`config.mk`:
```
export PLATFORM = sky130hd
export DESIGN_NAME = mem_stage
export DESIGN_NICKNAME = d
export VERILOG_FILES = /design/src/rtl/common.sv /design/src/rtl/mem_align.sv /design/src/rtl/mem_stage.sv
export SDC_FILE = /design/constraint.sdc
export NUM_CORES = 1
export LEC_CHECK = 0
export ABC_AREA = 1
export CORE_AREA = 2 2 216 218
export CTS_CLUSTER_DIAMETER = 80
export DETAILED_ROUTE_END_ITERATION = 7
export DIE_AREA = 0 0 218 220
export PLACE_DENSITY = 0.55
export SETUP_SLACK_MARGIN = 0.02
export SLEW_MARGIN = 5
export SYNTH_ARGS = -nofsm -noshare
export SYNTH_HDL_FRONTEND = slang
export SYNTH_SLANG_ARGS = --single-unit
export TNS_END_PERCENT = 20
```
`constraint.sdc`:
```
create_clock -name clk -period 2.5 [get_ports clk]
set_input_delay 0.5 -clock clk [delete_from_list [all_inputs] [get_ports clk]]
set_output_delay 0.5 -clock clk [all_outputs]
set_load 0.03 [all_outputs]
```
`src/rtl/common.sv`:
```
// rtl/common.sv - shared pipeline types for the 64-bit in-order core
package common;

  typedef enum logic [1:0] {
    MSIZE1 = 2'd0,
    MSIZE2 = 2'd1,
    MSIZE4 = 2'd2,
    MSIZE8 = 2'd3
  } msize_t;

  // Byte-enable masks for an access of each size at offset 0
  localparam logic [7:0] MSIZE1_MASK = 8'h01;
  localparam logic [7:0] MSIZE2_MASK = 8'h03;
  localparam logic [7:0] MSIZE4_MASK = 8'h0F;
  localparam logic [7:0] MSIZE8_MASK = 8'hFF;

  typedef enum logic [1:0] {
    IDLE = 2'd0,
    WAIT = 2'd1,
    HOLD = 2'd2
  } mstate_t;

  typedef struct packed {
    logic   reg_write;
    logic   mem_read;
    logic   mem_write;
    msize_t msize;
    logic   mem_unsigned;
  } control_t;

  typedef struct packed {
    logic [63:0] pc;
    control_t    ctl;
    logic [4:0]  dst;
    logic [63:0] result;
    logic [63:0] srcb;
    logic        is_bubble;
  } execute_data_t;

  typedef struct packed {
    logic [63:0] pc;
    control_t    ctl;
    logic [4:0]  dst;
    logic [63:0] result;
    logic        is_bubble;
  } memory_data_t;

  typedef struct packed {
    logic        valid;
    logic [63:0] addr;
    msize_t      size;
    logic [7:0]  strobe;
    logic [63:0] data;
  } dbus_req_t;

  typedef struct packed {
    logic        addr_ok;
    logic        data_ok;
    logic [63:0] data;
  } dbus_resp_t;

  function automatic logic [7:0] msize_mask(input msize_t s);
    case (s)
      MSIZE1:  return MSIZE1_MASK;
      MSIZE2:  return MSIZE2_MASK;
      MSIZE4:  return MSIZE4_MASK;
      default: return MSIZE8_MASK;
    endcase
  endfunction

endpackage

```
`src/rtl/mem_align.sv`:
```
// rtl/mem_align.sv - store lane shifting and load extract/extend
module mem_align
  import common::*;
(
  input  logic [2:0]  i_off,
  input  msize_t      i_size,
  input  logic        i_unsigned,
  input  logic [63:0] i_wdata,
  input  logic [63:0] i_rdata,
  output logic [7:0]  o_strobe,
  output logic [63:0] o_wdata,
  output logic [63:0] o_rdata,
  output logic        o_aligned
);

  logic [5:0]  w_shamt;
  logic [63:0] w_raw;

  assign w_shamt  = {i_off, 3'b000};
  assign o_strobe = msize_mask(i_size) << i_off;
  assign o_wdata  = i_wdata << w_shamt;
  assign w_raw    = i_rdata >> w_shamt;

  // Natural alignment check and sign/zero extension of the addressed lanes
  always_comb begin
    o_aligned = 1'b1;
    o_rdata   = w_raw;
    case (i_size)
      MSIZE1: begin
        o_aligned = 1'b1;
        o_rdata   = i_unsigned ? {56'd0, w_raw[7:0]} : {{56{w_raw[7]}}, w_raw[7:0]};
      end
      MSIZE2: begin
        o_aligned = ~i_off[0];
        o_rdata   = i_unsigned ? {48'd0, w_raw[15:0]} : {{48{w_raw[15]}}, w_raw[15:0]};
      end
      MSIZE4: begin
        o_aligned = (i_off[1:0] == 2'b00);
        o_rdata   = i_unsigned ? {32'd0, w_raw[31:0]} : {{32{w_raw[31]}}, w_raw[31:0]};
      end
      default: begin
        o_aligned = (i_off == 3'b000);
        o_rdata   = w_raw;
      end
    endcase
  end

endmodule

```
`src/rtl/mem_stage.sv`:
```
// rtl/mem_stage.sv - memory-access pipeline stage with single-outstanding data bus
module mem_stage
  import common::*;
(
  input  logic          clk,
  input  logic          reset,
  input  execute_data_t dataE_in,
  input  logic          Iwait,
  output dbus_req_t     dreq,
  input  dbus_resp_t    dresp,
  output memory_data_t  dataM_out,
  output logic          Dwait
);

  mstate_t     r_state;
  mstate_t     w_next_state;
  logic [63:0] r_rdata_q;

  logic [7:0]  w_strobe;
  logic [63:0] w_wdata;
  logic [63:0] w_ld_ext;
  logic        w_aligned;
  logic        w_is_mem;
  logic        w_memop;
  logic        w_req_valid;
  logic        w_unused;

  mem_align u_align (
    .i_off      (dataE_in.result[2:0]),
    .i_size     (dataE_in.ctl.msize),
    .i_unsigned (dataE_in.ctl.mem_unsigned),
    .i_wdata    (dataE_in.srcb),
    .i_rdata    (dresp.data),
    .o_strobe   (w_strobe),
    .o_wdata    (w_wdata),
    .o_rdata    (w_ld_ext),
    .o_aligned  (w_aligned)
  );

  assign w_is_mem = ~dataE_in.is_bubble & (dataE_in.ctl.mem_read | dataE_in.ctl.mem_write);
  assign w_memop  = w_is_mem & w_aligned;
  // Reset masks the request so it falls without waiting for a clock edge
  assign w_req_valid = w_memop & (r_state != HOLD) & ~reset;
  // Completion handshake is data_ok only
  assign w_unused = dresp.addr_ok;

  // State register
  always_ff @(posedge clk or posedge reset) begin
    if (reset) r_state <= IDLE;
    else       r_state <= w_next_state;
  end

  // Next-state logic and bus/stall outputs
  always_comb begin
    w_next_state = r_state;
    dreq         = '0;
    Dwait        = 1'b0;
    case (r_state)
      IDLE: begin
        if (w_memop) begin
          if (!dresp.data_ok) w_next_state = WAIT;
          else if (Iwait)     w_next_state = HOLD;
          else                w_next_state = IDLE;
        end
      end
      WAIT: begin
        if (dresp.data_ok) w_next_state = Iwait ? HOLD : IDLE;
      end
      HOLD: begin
        if (!Iwait) w_next_state = IDLE;
      end
      default: w_next_state = IDLE;
    endcase
    dreq.valid  = w_req_valid;
    dreq.addr   = dataE_in.result;
    dreq.size   = dataE_in.ctl.msize;
    dreq.strobe = dataE_in.ctl.mem_write ? w_strobe : 8'h00;
    dreq.data   = w_wdata;
    Dwait       = w_memop & ~dresp.data_ok & (r_state != HOLD) & ~reset;
  end

  // Capture load data on completion so a stalled instruction keeps its value
  always_ff @(posedge clk or posedge reset) begin
    if (reset)
      r_rdata_q <= '0;
    else if (dresp.data_ok && w_req_valid && dataE_in.ctl.mem_read)
      r_rdata_q <= w_ld_ext;
  end

  // Result mux toward reg_MW
  always_comb begin
    dataM_out.pc        = dataE_in.pc;
    dataM_out.ctl       = dataE_in.ctl;
    dataM_out.dst       = dataE_in.dst;
    dataM_out.is_bubble = dataE_in.is_bubble;
    dataM_out.result    = dataE_in.result;
    if (w_is_mem && !w_aligned && dataE_in.ctl.mem_read)
      dataM_out.result = '0;
    else if (w_memop && dataE_in.ctl.mem_read)
      dataM_out.result = (r_state == HOLD) ? r_rdata_q : w_ld_ext;
  end

endmodule

```
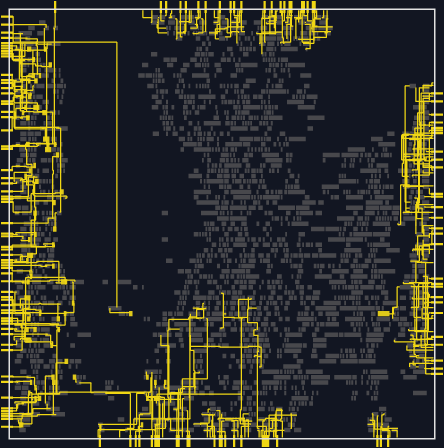
Fig. 1. Wires at chosen ports, followed through buffers (run 1).
| color | port | bits | direction | edge | end cells | wire |
|---|---|---|---|---|---|---|
| yellow | `dreq` | 139 | output | 63 left, 28 right, 26 bottom, 22 top | 73 | 6,070 um |

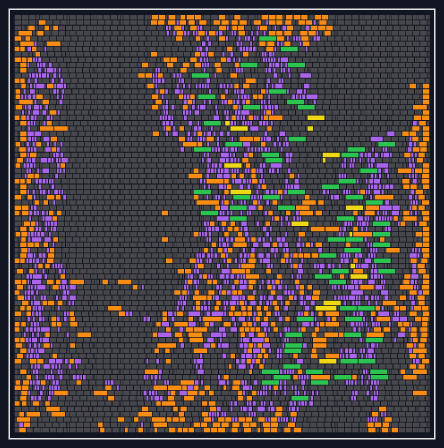
Fig. 2. Cell classes on the final placement (run 1).
Fill, decap, tap and diode cells in gray.
| color | class | cells |
|---|---|---|
| purple | remaining logic cells | 1,366 |
| green | registers | 66 |
| orange | remaining buffers and delay cells | 684 |
| yellow | clock drivers and dummy loads | 16 |

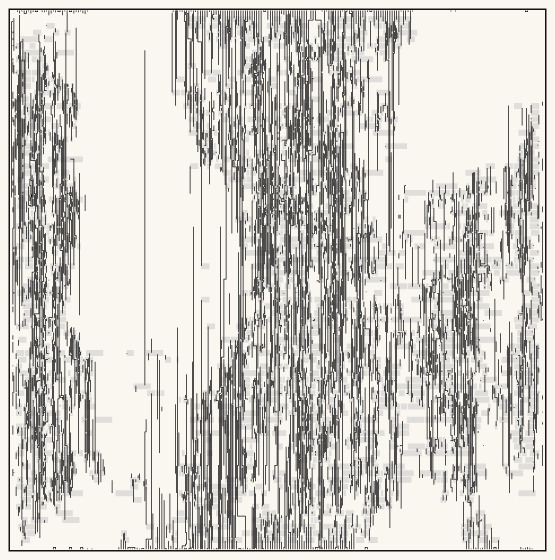
Fig. 3. The metal 2 layer (run 1).
longest straight run: 136 um
nets with wire on the layer: 1,939
wire length on this layer: 27.1 mm

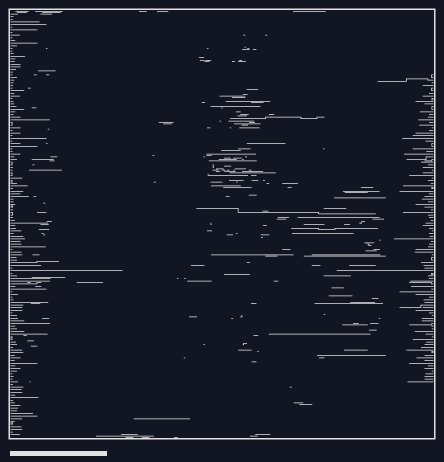
Fig. 4. Metal 3 (run 1).
The bar under the picture is 50 um long.
longest straight run: 57.3 um
share of all routed wire: 5.9%
nets with wire on the layer: 373

==> results.txt, run 1 <==
Quick summary of the implementation run below.

The most critical min-delay path falls under flip-flop to flip-flop. The post-synth count of flops with an enable pin is 0. The critical-path cell with the highest stage delay is sky130_fd_sc_hd__nor2_4. The worst slew slack as a fraction of its limit is 0.718. The launch instance of the worst register-to-register path is r_state[1]$_DFFE_PP0P_. The clock share of power is 0.217. The checks that failed: negative setup slack. The total sequential power came out at 0.00143 W. The residual DRC count came out at 0. The capture point of the critical path was reported as dataM_out[53].

The critical path in the final layout is reported with a setup slack of -0.207 ns. The cell sequence reported for the critical path is buf_12 > buf_12 > nand2_4 > nand3_4 > nand2_2 > buf_6 > nand2_4 > nand2_4 > nor2_4 > nor2_4 > buf_12 > buf_8 > buf_16 > nand3_2 > nand2_2 > nand2_2 > buf_6. The aggregate global routing overflow is 0. For this run, the chip area from Yosys synthesis comes to 0.00921 sq mm. Summed over all failing endpoints, the final setup total negative slack is -8.97 ns. The cell-internal power came out at 0.00381 W. Setup repair after global routing could not meet its margin everywhere.

The number of nets in the synthesized netlist is 1,968. The family of cells with the greatest summed delay on the critical path is buffers and inverters. By instance count, the leading cell after synthesis is sky130_fd_sc_hd__nand2_1. The fraction of registers with async set/reset came out at 1.00. The first detailed-routing pass took 5 iterations. Setup violations remaining at the end of the flow were counted as 67. The total non-filler cell area in the finished layout came out at ~0.016 sq mm. The area share of the largest cell type after synthesis came out at 0.301. The worst setup path is captured at a primary output. The floorplan has 79 rows. The run finished, with violations left. The floorplan step set the die width to between 200 and 250 um.

In this run, post-CTS repair resized a total of 290 instances. The slew at the pin with the worst max-slew slack came out at approximately 0.42 ns. The number of antenna violations at the first check in global routing came out at 8.

The number of sinks driven by the clock tree came out at 66. The number of warnings issued by yosys came out at 0. Per the timing report, the most critical flop-to-flop path finishes at r_rdata_q[8]$_DFFE_PP0P_.
## run 1: per-layer routing
layer / track usage / vias up / wire length (um)
met5: 0 / - / 13
met4: 0.0943 / 2 / 2360
met3: 0.0300 / 126 / 3050
met2: 0.389 / 548 / 27100
met1: 0.225 / 5843 / 19500
li1: - / 6090 / -
## run 1: how the worst min path moves through the flow
stage / to / cells after the start / slack (ns) / startpoint
after global placement: r_state[0]$_DFFE_PP0P_ / 1 / 0.44 / r_state[1]$_DFFE_PP0P_
final: r_state[0]$_DFFE_PP0P_ / 1 / 0.48 / r_state[1]$_DFFE_PP0P_
after global routing: r_state[0]$_DFFE_PP0P_ / 1 / 0.49 / r_state[1]$_DFFE_PP0P_
after detailed placement: r_state[0]$_DFFE_PP0P_ / 1 / 0.46 / r_state[1]$_DFFE_PP0P_
after CTS: r_state[0]$_DFFE_PP0P_ / 1 / 0.47 / r_state[1]$_DFFE_PP0P_
after floorplan: r_state[0]$_DFFE_PP0P_ / 1 / 0.43 / r_state[1]$_DFFE_PP0P_
## run 1: kinds of logic (layout without fill, tap and decap cells)
logic type             Yosys count  in the layout  share of synthesized area
other                            0              8                          0
multiplexers                    23             23                     0.0250
AND/OR/NAND/NOR               1095           1095                      0.483
flip-flops                      66             66                      0.179
buffers and inverters          322            759                      0.203
AND-OR/OR-AND                  189            189                      0.110
## run 1: flip-flops by register name, indices dropped and copies added (netlist names)
| name | cells |
|---|---|
| r_rdata_q | 64 |
| r_state | 2 |
## run 1: cell type report
cell class | count | area share
Antenna cell | 8 | 0.00122
Clock buffer | 9 | 0.0137
Clock inverter | 7 | 0.00571
Inverter | 59 | 0.0149
Multi-Input combinational cell | 1307 | 0.393
Sequential cell | 66 | 0.100
Tap cell | 607 | 0.0462
Timing Repair Buffer | 684 | 0.424
Fig. 5: run 1, placement view
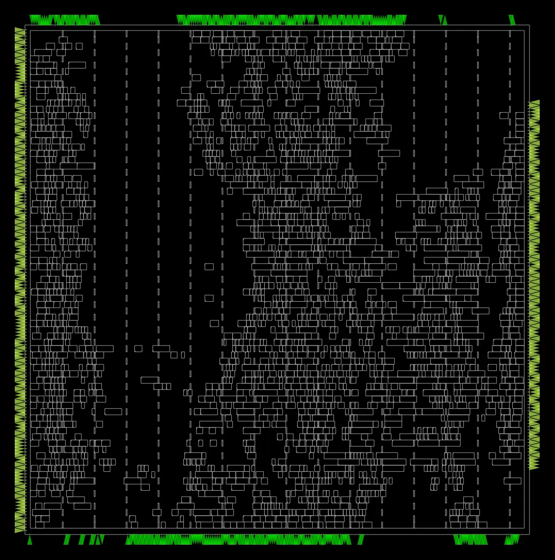

--- run 2 (diff from run 1) ---
--- a/config.mk
+++ b/config.mk
@@ -11,7 +11,7 @@
 export DETAILED_ROUTE_END_ITERATION = 7
 export DIE_AREA = 0 0 218 220
 export PLACE_DENSITY = 0.55
-export SETUP_SLACK_MARGIN = 0.02
+export SETUP_SLACK_MARGIN = 0.05
 export SLEW_MARGIN = 5
 export SYNTH_ARGS = -nofsm -noshare
 export SYNTH_HDL_FRONTEND = slang
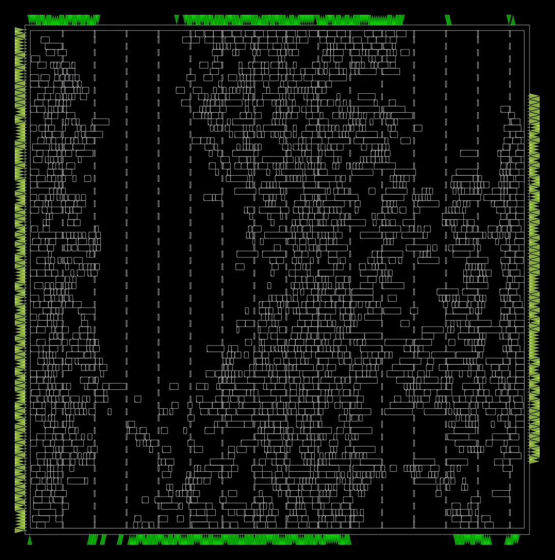
Fig. 6. Placement view (run 2).
count of filler cells inserted in the layout: 4,923
core occupancy in the finished layout: 0.356
total number of placement rows: 79
proportion of cell area occupied by registers: 0.101

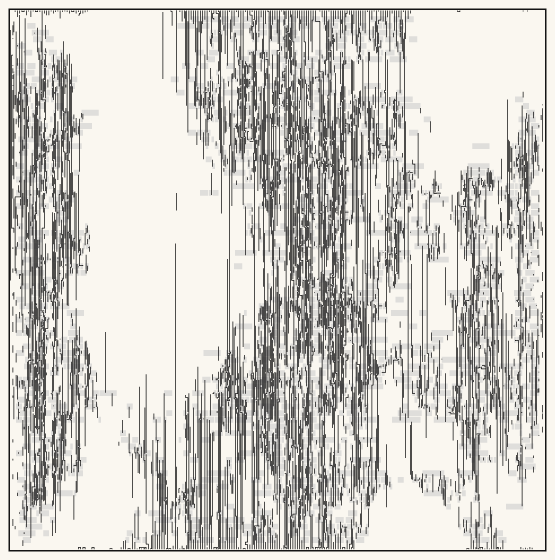
Fig. 7. The metal 2 layer (run 2).
longest straight run: 124 um
nets with wire on the layer: 1,926
share of all routed wire: 51%
wire length on this layer: 26.0 mm
main direction: vertical

==> results.txt, run 2 <==
Quick summary of the implementation run below.

Per STA, the worst path is made up of buf_16 > buf_8 > nand2_4 > nand3_4 > nand2_4 > buf_6 > nand2_2 > nand2_2 > nor2_4 > nor2_4 > buf_4 > buf_12 > nand3_1 > nand2_1 > nand2_1 > buf_4. STA lists the startpoint of the worst hold path as r_state[1]$_DFFE_PP0P_. The flow ran to the end, but the final reports show violations. Looking at the reg2reg group, the worst path starts from r_state[1]$_DFFE_PP0P_. The area fraction in and, or, nand and nor cells is 0.483 (unchanged). The slew at the pin with the worst max-slew slack came out at 0.570 ns (+0.147 ns).

The width of the chip came out at 218 um (unchanged). The post-synth net total came out at 1,968 (unchanged). The number of stages on the worst hold path is 1 (unchanged). The synthesis area per yosys is 0.00921 sq mm (unchanged). The total non-filler cell area in the finished layout is 0.0163 sq mm (-0.59%). Setup repair after global routing could not meet its margin everywhere. The largest registers in the layout are r_rdata_q x64, r_state x2. The residual DRC count is 0 (unchanged). The number of warnings issued by yosys is 0 (unchanged). The checks that failed: negative setup slack. The critical path's slowest stage uses the library cell sky130_fd_sc_hd__buf_4. The complex-gate fraction of the synthesized area came out at 0.110 (unchanged). The combined area of all synthesized cells is roughly 0.0092 sq mm. The capture point of the worst register-to-register path is recorded as r_rdata_q[2]$_DFFE_PP0P_.

The multiplexer share of the synthesized area is 0.0250 (unchanged). The critical path ends at dataM_out[57]. More flip-flops sit in one register than any other, and that register is r_rdata_q. The setup violation total in the final timing report came out at 53 (-21%). STA classifies the critical path endpoint as a primary output. The first-pass iteration count of the detailed router is 6 (+1). The aggregate global routing overflow came out at 0 (unchanged). The area share of fa/ha/maj cells after synthesis is 0 (unchanged).

In this run the worst hold path is classified as flip-flop to flip-flop. The die extent in y came out at 220 um. The worst hold path endpoint is r_state[0]$_DFFE_PP0P_.

Sorting the synthesis cell report by count puts at the top sky130_fd_sc_hd__nand2_1. The final worst setup slack is -0.158 ns (+0.0495 ns). The number of slew-limit violations in the final report is 0. The setup TNS is -3.66 ns (+5.31 ns).
## run 2: cell count changes in the layout (fill, tap and decap cells not counted), moves of 9 or more
cell                      before  now
sky130_fd_sc_hd__buf_4       276  260
sky130_fd_sc_hd__buf_6        67   58
sky130_fd_sc_hd__nand3_1     135  124
sky130_fd_sc_hd__nand3_2      24   35
sky130_fd_sc_hd__nor2_1      120  144
sky130_fd_sc_hd__nor2_2       33   18
sky130_fd_sc_hd__nor2_4       15    6
sky130_fd_sc_hd__o21ai_0      67   56
sky130_fd_sc_hd__o21ai_2      20   31
## run 2: timing repair
item | 4_1_cts | 5_1_grt
cloned | 11 | 0
pin swaps | 73 | 48
endpoints found under the setup margin | 158 | 110
buffers inserted | 24 | 5
gates resized | 319 | 114
## run 2: area by class of cell
type                            count  area [sq um]  area share
Antenna cell                        7          17.5     0.00107
Clock buffer                       13           280      0.0171
Clock inverter                      3          21.3     0.00130
Inverter                           59           250      0.0153
Multi-Input combinational cell   1307          6530       0.399
Sequential cell                    66          1650       0.101
Tap cell                          607           759      0.0465
Timing Repair Buffer              659          6830       0.418
Timing Repair inverter              2          12.5    0.000765
## run 2: critical path, delay by kind of cell
| family | cells | cell delay, ns |
|---|---|---|
| and+or+nand+nor | 10 | 0.83 |
| buffers and inverters | 6 | 0.84 |
## run 2: per-layer routing
layer / vias to the layer above / share of wire / global-route usage
met2: 576 / 0.51 / 0.381
met4: 0 / 0.048 / 0.0959
met1: 5858 / 0.38 / 0.233
li1: 6051 / - / -
met5: - / 0 / 0
met3: 129 / 0.060 / 0.0340
## run 2: power by group
group,switching [W],internal (W),leakage (nW)
sequential,0.000124,0.00131,0.868
clock,0.000524,0.000781,0.148
combinational,0.00198,0.00162,7.52
Fig. 8: run 2, wires at chosen ports, followed through buffers
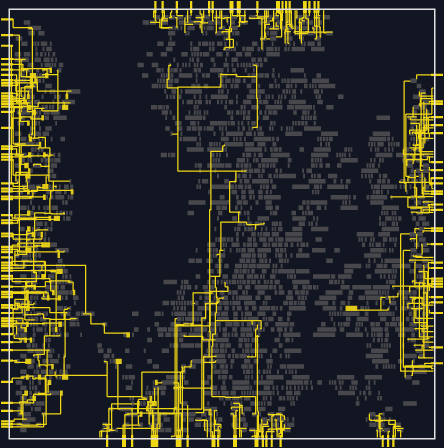

--- run 3 (diff from run 2) ---
==> constraint.sdc (replaced) <==
create_clock -name clk -period 3 [get_ports clk]
set_input_delay 0.6 -clock clk [delete_from_list [all_inputs] [get_ports clk]]
set_output_delay 0.6 -clock clk [all_outputs]
set_load 0.03 [all_outputs]
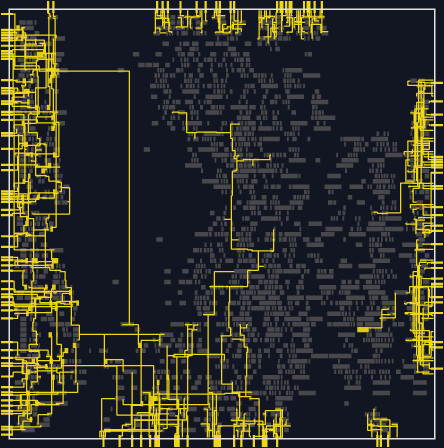
Fig. 9. Wires at chosen ports, followed through buffers (run 3).
| color | port | bits | direction | edge | end cells | wire |
|---|---|---|---|---|---|---|
| yellow | `dreq` | 139 | output | 62 left, 28 right, 26 bottom, 23 top | 73 | 6,820 um |

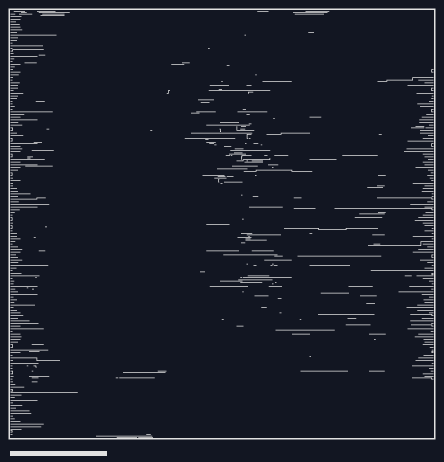
Fig. 10. Metal 3 (run 3).
The bar under the picture is 50 um long.
wire length on this layer: 3,050 um
share of all routed wire: 6.2%
longest straight run: 49.9 um

==> results.txt, run 3 <==
Quick summary of the implementation run below.

The floorplan core density is 0.201. The number of rows created at floorplan is 79 (unchanged). The setup violation total in the final timing report is 0 (-100%). The post-synth net total came to 1,968 (unchanged). Looking at the critical path, the single cell with the biggest stage delay is sky130_fd_sc_hd__dlygate4sd2_1. The worst slew slack as a fraction of its limit is 0.581.

The count of buffering cells on the critical path with inverters included is 5 (-1). The die extent in y is 220 um (unchanged). The largest registers in the layout are r_rdata_q x64, r_state x2. The type of element capturing the critical path is a primary output. The number of warnings issued by yosys is 0 (unchanged). The total power consumption of the routed design came out at 0.00499 W.

The number of global-route vias before repair came out at approximately 12k. The number of slew-limit violations in the final report came out at 0 (unchanged). The setup TNS is 0 ns (+3.66 ns).

The filler-free cell count of the finished design came out at 2,672. Setup repair after global routing could not meet its margin everywhere. Grouping stages by cell kind, the critical path spends the most delay in simple AND/OR/NAND/NOR gates. The total non-filler cell area in the finished layout came out at 0.0152 sq mm (-7.1%). The detailed route wirelength on metal2 is 25,300 um (-2.7%).

The aggregate global routing overflow is 0 (unchanged). The routed metal-1 wire length is 18,900 um (-3.1%). The highest layer touched by signal routing is met5. The maximum achievable frequency came out at 343 MHz. The residual DRC count came out at 0 (unchanged). The synthesis area per yosys came out at 0.00921 sq mm (unchanged). Walking the worst path, the cells encountered are dlygate4sd2_1 > nand2_1 > nand3_4 > nand2_2 > nand2_1 > nand2_2 > nor2_4 > nor2_4 > buf_12 > buf_12 > clkbuf_16 > nand3_4 > nand2_4 > nand2_2 > buf_6. The combined area of all synthesized cells came out at 0.00921 sq mm (unchanged). The slew at the pin with the worst max-slew slack is 0.628 ns (+0.0575 ns). In this design, the critical path's most frequently occurring cell is sky130_fd_sc_hd__nand2_2. The path class of the tightest hold or removal check is flip-flop to flip-flop. The most common cell in the synthesized netlist is sky130_fd_sc_hd__nand2_1. In this run, CTS created clock tree buffers numbering 9. The overall track demand over capacity in global routing came out at 0.197. The buffers inserted during post-CTS setup optimization is 10 (-58%).

The post-CTS hold buffer count recorded in the log is 0. The met3 wire length came out at 3050 um (about the same). The width of the chip was 218 um (unchanged). The number of filler instances in the final layout was 5,058 (+2.7%).

Entering global routing, the biggest net connects 69 pins. The final core area utilization came out at 0.331 (-0.0254). The final worst setup slack was 0.0836 ns (+0.241 ns). The run finished with clean final reports. The root buffer selected by CTS is sky130_fd_sc_hd__clkbuf_16.

The quantity of gates resized following cts came to 104 (-67%). r_rdata_q holds more flip-flops than any other register.
[run 3: final cells by class]
class	count	area, sq um	share of cell area
timing repair buffer	613	6230	0.411
multi-input combinational	1307	6020	0.397
sequential	66	1650	0.109
tap	607	759	0.0500
clock buffer	13	250	0.0165
inverter	59	240	0.0158
clock inverter	3	15.0	0.000989
antenna	4	10.0	0.000659
[run 3: worst paths after layout]
| kind | startpoint | end | slack, ns | cells after the start |
|---|---|---|---|---|
| setup / recovery | dresp[55] | dataM_out[35] | 0.08 | 15 |
| setup reg to reg | r_state[1]$_DFFE_PP0P_ | r_rdata_q[16]$_DFFE_PP0P_ | 1.24 | 10 |
| max in group asynchronous | reset | r_rdata_q[18]$_DFFE_PP0P_ | 1.53 | 3 |
| hold / removal | r_state[1]$_DFFE_PP0P_ | r_state[0]$_DFFE_PP0P_ | 0.47 | 1 |
| min in group asynchronous | reset | r_state[0]$_DFFE_PP0P_ | 0.78 | 2 |
| hold reg to reg | r_state[1]$_DFFE_PP0P_ | r_state[0]$_DFFE_PP0P_ | 0.47 | 1 |
[run 3: per-layer routing]
layer  GRT usage  vias up
li1            -     5948
met1       0.221     5691
met2       0.368      544
met3      0.0330      108
met4      0.0803        2
met5           0        -
[run 3: cells by family after synthesis]
| logic type | Yosys count | share of synthesized area |
|---|---|---|
| multiplexers | 23 | 0.0250 |
| flip-flops | 66 | 0.179 |
| AND-OR/OR-AND | 189 | 0.110 |
| AND/OR/NAND/NOR | 1095 | 0.483 |
| buffers and inverters | 322 | 0.203 |
[run 3: power by group]
| part | internal [W] | switching [W] | total [W] | leakage (nW) |
|---|---|---|---|---|
| combinational | 0.00124 | 0.00155 | 0.00279 | 7.05 |
| clock | 0.000579 | 0.000440 | 0.00102 | 0.133 |
| sequential | 0.00109 | 0.0000985 | 0.00119 | 0.868 |
Power figures rest on the tool's default switching activity, not on a simulated workload.
